Routed metal, one colour a layer:
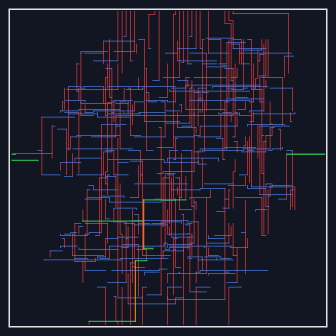
Selected gate families:
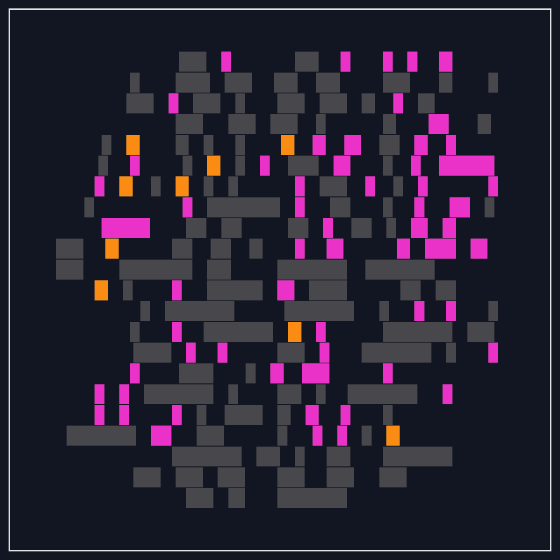
Wires at chosen ports, followed through buffers:
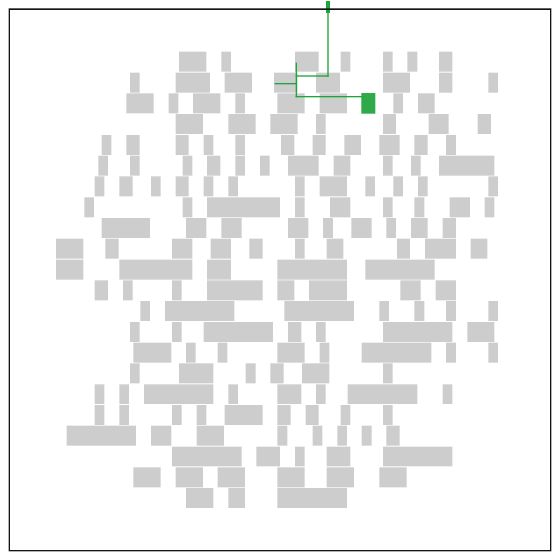
Clock routing:
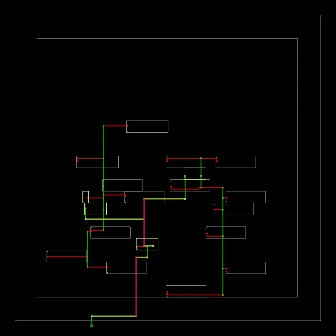
Routed clock nets over the placement:
Bar = 20 um.
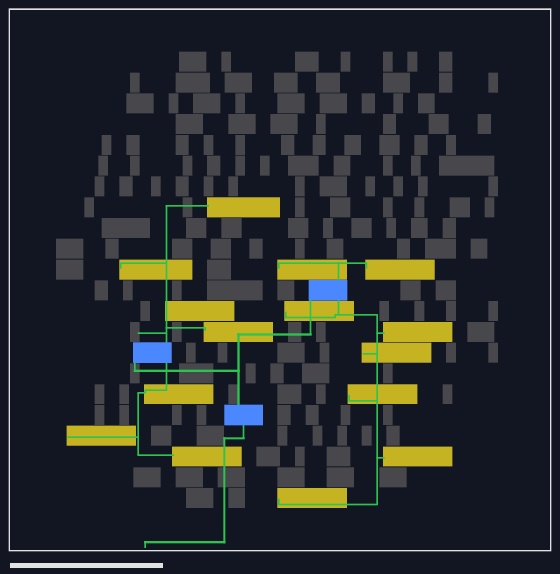
`src/rtl/cpu_control_sequencer.sv`:
```
// Control sequencer for the 8-bit accumulator CPU.
// Steps a six-T-state fetch/execute cycle and decodes datapath control lines.
module cpu_control_sequencer #(
    parameter int                    OPCODE_W = 4,
    parameter logic [OPCODE_W-1:0]   OP_LDA   = 4'h0,
    parameter logic [OPCODE_W-1:0]   OP_ADD   = 4'h1,
    parameter logic [OPCODE_W-1:0]   OP_SUB   = 4'h2,
    parameter logic [OPCODE_W-1:0]   OP_OUT   = 4'hE,
    parameter logic [OPCODE_W-1:0]   OP_HLT   = 4'hF
) (
    input  logic                clk,
    input  logic                rst_n,
    input  logic                run,
    input  logic [OPCODE_W-1:0] opcode,
    output logic                pc_en,
    output logic                pc_inc,
    output logic                mar_load,
    output logic                ram_en,
    output logic                ir_load,
    output logic                ir_en,
    output logic                a_load,
    output logic                a_en,
    output logic                b_load,
    output logic                alu_en,
    output logic                alu_sub,
    output logic                out_load,
    output logic                halted,
    output logic [2:0]          tstate,
    output logic [7:0]          instr_count
);

    typedef enum logic [2:0] {
        S_IDLE, S_T1, S_T2, S_T3, S_T4, S_T5, S_T6, S_HALT
    } state_t;

    state_t              state, state_next;
    logic [OPCODE_W-1:0] op_q;
    logic [OPCODE_W-1:0] dec_op;

    always_ff @(posedge clk or negedge rst_n) begin
        if (!rst_n) begin
            state       <= S_IDLE;
            op_q        <= '0;
            instr_count <= 8'd0;
        end else begin
            state <= state_next;
            if (state == S_T4)
                op_q <= opcode;
            if (state == S_T6)
                instr_count <= instr_count + 8'd1;
        end
    end

    always_comb begin
        state_next = state;
        case (state)
            S_IDLE:  state_next = run ? S_T1 : S_IDLE;
            S_T1:    state_next = S_T2;
            S_T2:    state_next = S_T3;
            S_T3:    state_next = S_T4;
            S_T4:    state_next = (opcode == OP_HLT) ? S_HALT : S_T5;
            S_T5:    state_next = S_T6;
            S_T6:    state_next = run ? S_T1 : S_IDLE;
            S_HALT:  state_next = S_HALT;
            default: state_next = S_IDLE;
        endcase
    end

    // T4 sees the live IR; later states use the latched copy so IR changes cannot leak in.
    assign dec_op = (state == S_T4) ? opcode : op_q;

    always_comb begin
        pc_en    = 1'b0;
        pc_inc   = 1'b0;
        mar_load = 1'b0;
        ram_en   = 1'b0;
        ir_load  = 1'b0;
        ir_en    = 1'b0;
        a_load   = 1'b0;
        a_en     = 1'b0;
        b_load   = 1'b0;
        alu_en   = 1'b0;
        alu_sub  = 1'b0;
        out_load = 1'b0;
        halted   = 1'b0;
        tstate   = 3'd0;
        case (state)
            S_T1: begin
                tstate   = 3'd1;
                pc_en    = 1'b1;
                mar_load = 1'b1;
            end
            S_T2: begin
                tstate = 3'd2;
                pc_inc = 1'b1;
            end
            S_T3: begin
                tstate  = 3'd3;
                ram_en  = 1'b1;
                ir_load = 1'b1;
            end
            S_T4: begin
                tstate = 3'd4;
                if (dec_op == OP_LDA || dec_op == OP_ADD || dec_op == OP_SUB) begin
                    ir_en    = 1'b1;
                    mar_load = 1'b1;
                end else if (dec_op == OP_OUT) begin
                    a_en     = 1'b1;
                    out_load = 1'b1;
                end
            end
            S_T5: begin
                tstate = 3'd5;
                if (dec_op == OP_LDA) begin
                    ram_en = 1'b1;
                    a_load = 1'b1;
                end else if (dec_op == OP_ADD || dec_op == OP_SUB) begin
                    ram_en = 1'b1;
                    b_load = 1'b1;
                end
            end
            S_T6: begin
                tstate = 3'd6;
                if (dec_op == OP_ADD || dec_op == OP_SUB) begin
                    alu_en  = 1'b1;
                    a_load  = 1'b1;
                    alu_sub = (dec_op == OP_SUB);
                end
            end
            S_HALT:  halted = 1'b1;
            default: ;
        endcase
    end

endmodule

```
`config.mk`:
```
export PLATFORM = sky130hd
export DESIGN_NAME = cpu_control_sequencer
export DESIGN_NICKNAME = d
export VERILOG_FILES = /design/src/rtl/cpu_control_sequencer.sv
export SDC_FILE = /design/constraint.sdc
export NUM_CORES = 1
export LEC_CHECK = 0
export ABC_AREA = 1
export CELL_PAD_IN_SITES_DETAIL_PLACEMENT = 2
export CELL_PAD_IN_SITES_GLOBAL_PLACEMENT = 2
export CORE_MARGIN = 5
export CORE_UTILIZATION = 27
export CTS_CLUSTER_DIAMETER = 60
export DETAILED_ROUTE_END_ITERATION = 8
export PLACE_DENSITY = 0.81
export SLEW_MARGIN = 20
export SYNTH_ARGS = -nofsm -noshare
export SYNTH_HDL_FRONTEND = slang
export SYNTH_SLANG_ARGS = --single-unit
```
`constraint.sdc`:
```
create_clock -name clk -period 2.49 [get_ports clk]
set_clock_uncertainty 0.2 [all_clocks]
set_input_delay 0.3735 -clock clk [delete_from_list [all_inputs] [get_ports clk]]
set_output_delay 0.3735 -clock clk [all_outputs]
set_load 0.02 [all_outputs]
```
==> summary.txt <==
Crit. End Element: primary output
Tool Warnings: 26
full die area: 0.00500 mm2
Yosys top cell by instances: nand2_1
element type at the critical path start: flip-flop
# diodes: 0
Max Freq: 0.419 GHz
outcome: finished clean
post-layout util: 39.5%
Core Region: 0.00361 mm2
LEAKAGE: 0.738 nW
Vias: 973
nets: 182
unrepaired setup endpoints after global routing: false
flip-flops with a built-in enable: 0
CP max FO: 9
clk_lat worst skew: 0.25 ns
max_cap viols: 0
worst min path class: reg -> reg
Critical Path RT: 1.92 ns
fraction of registers with async set/reset: 100%
post-synthesis sequential area ratio: 37.7%
Core Rows: 22
Final Critical Period: 2.39 ns
CTS clock-pin slew for the worst setup and hold paths: 0.06 ns
total power per unit cell area: 1200 mW/mm2
VDD IR max: 0.430 mV
H-Tree Depth: 1
CTS Root Cell: clkbuf_8
wire per inst: 13.8 um
setup_tns: 0 ns
Final Max Slew Viols: 0
Syn. warnings: 0
final-report hold violation count: 0
Die Span Y: 70.7 um
total wire length: 3.05 mm
DRT iter0 DRCs: 23
clk buf depth: 2
Cell Area, Synth: 995 um2
layout cells sized above 1: 20.2%
Final HPWL DP: 2.59 mm
syn_nets: 141
Syn-to-layout area delta: 43.0%
antenna violations before repair: 0
I/O Pins: 31
CP Class: reg -> out
Total GRT Usage: 13.5%
vias in the first global route: 1109
GPL Wtd Cong: 0.862
period utilization: 95.8%
setup violators final: 0
Worst Path Arrival: 1.81 ns
Area leader share: 37.7%
GR Overflow Total: 0
TritonCTS clock tree: yes
# Cells Yosys: 133
Die W: 70.7 um
Yosys chip area: 995 um2
Antenna Nets Post-Route: 0
total CTS buffers: 3
Initial DRT Pass Iterations: 3
Main area contributors: dfrtp_1, nand2_1, inv_1, nor2_1, nand3_1
FP Core Util: 27.6%
Via-to-Cell Ratio: 4.40
Post-synth top flop: dfrtp_1
Max transition margin: 53.4%
first-pass GRT wire length: 5.50 mm
most frequent cells after synthesis: nand2_1, inv_1, dfrtp_1
largest net degree at the start of global routing: 16
Notes on 'routed metal, one colour a layer' above:
met4 -> orange  # wire length 24.5 um
met1 -> blue  # wire length 1240 um
met2 -> red  # wire length 1730 um
met3 -> green  # wire length 52.9 um

Notes on 'selected gate families' above:
inverting AOI/OAI gates -> orange  # cells 9
NAND gates -> magenta  # cells 60, most used nand2_1

Notes on 'wires at chosen ports, followed through buffers' above:
out_load -> green  # bits 1, direction output, end cells 1, buffers 1, wire 28.4 um

Notes on 'clock routing' above:
Flops: 15
CTS Sinks: 15

Notes on 'routed clock nets over the placement' above:
flip-flops -> yellow  # count 15
cells driving clock nets -> blue  # count 3
clock wires -> green  # length 226 um
routed clock nets = 4

-- repair_timing --
item | CTS | global route
setup buffers | 0 | 0
hold buffers | 0 | 0
pin swaps | 0 | 1
cloned | 0 | 0
gates resized | 14 | 9
endpoints found under the setup margin | 10 | 7
-- per-stage QoR --
step           setup WS, ns  hold WS, ns  area [um2]  std cells  total power, mW
6_report              0.103        0.296        1420        221             1.70
5_1_grt            0.000188        0.342        1420        221             1.86
4_1_cts             0.00101        0.306        1440        221             1.74
3_5_place_dp         -0.178        0.292        1400        217             1.54
3_3_place_gp         -0.106        0.263        1400        217             1.50
2_1_floorplan         0.178       -0.122         995        133             1.09
-- power by group --
part | switching, mW | internal [mW] | leakage [nW]
Clock | 0.0865 | 0.113 | 0.0228
Sequential | 0.119 | 0.337 | 0.188
Combinational | 0.613 | 0.433 | 0.527
-- layout by cell type, fill, tap and decap left out, drive strengths merged, types with 4 or more instances in the layout --
cell type and count:
a21oi 4, buf 11, clkbuf 7, clkdlybuf4s50 20, dfrtp 15, inv 22
nand2 47, nand3 9, nor2 13, nor3 4, o21ai 5
-- worst max-delay path, cell delays in order, from the launching register on --
cell	delay [ns]
dfrtp_2	0.50
buf_4	0.20
a21oi_1	0.21
clkdlybuf4s50_1	0.64
-- layer usage --
| layer | vias up | track usage, % | part of all wire (%) |
|---|---|---|---|
| li1 | 485 | - | - |
| met1 | 475 | 15.8 | 41 |
| met5 | - | 0 | 0 |
| met3 | 5 | 2.27 | 1.7 |
| met4 | 0 | 2.51 | 0.79 |
| met2 | 8 | 25.6 | 57 |
-- path summary, 6_finish.rpt --
path / startpoint / end / slack [ns] / cells after the start
max: flip-flop / tstate[0] / 0.10 / 3
min: op_q[2]$_DFF_PN0_ / op_q[2]$_DFF_PN0_ / 0.30 / 2
max reg2reg: flip-flop / instr_count[6]$_DFFE_PN0P_ / 0.72 / 7
min reg2reg: op_q[2]$_DFF_PN0_ / op_q[2]$_DFF_PN0_ / 0.30 / 2
max in group asynchronous: rst_n / state[0]$_DFF_PN0_ / 1.26 / 1
min in group asynchronous: rst_n / instr_count[3]$_DFFE_PN0P_ / 0.34 / 1
-- final cells by class --
type	instances	area [um2]	area share, %
well taps	48	60.1	4.22
clock buffers	4	45.0	3.17
flip-flops and latches	15	378	26.6
repair buffers	40	354	24.9
inverters	22	82.6	5.80
multi-input cells	92	503	35.4
-- logic make-up after synthesis --
group	count (synthesis)	share of synthesized area [%]
compound gates	9	4.53
fa+ha+maj	1	1.26
flops	15	37.7
simple gates	78	41.3
buf+inv	26	11.7
xor+xnor	4	3.52
-- state kept, by name (all words and copies together) (netlist names), named ones only --
register and count:
instr_count 8, op_q 4, state 2
Power figures rest on the tool's default switching activity, not on a simulated workload.
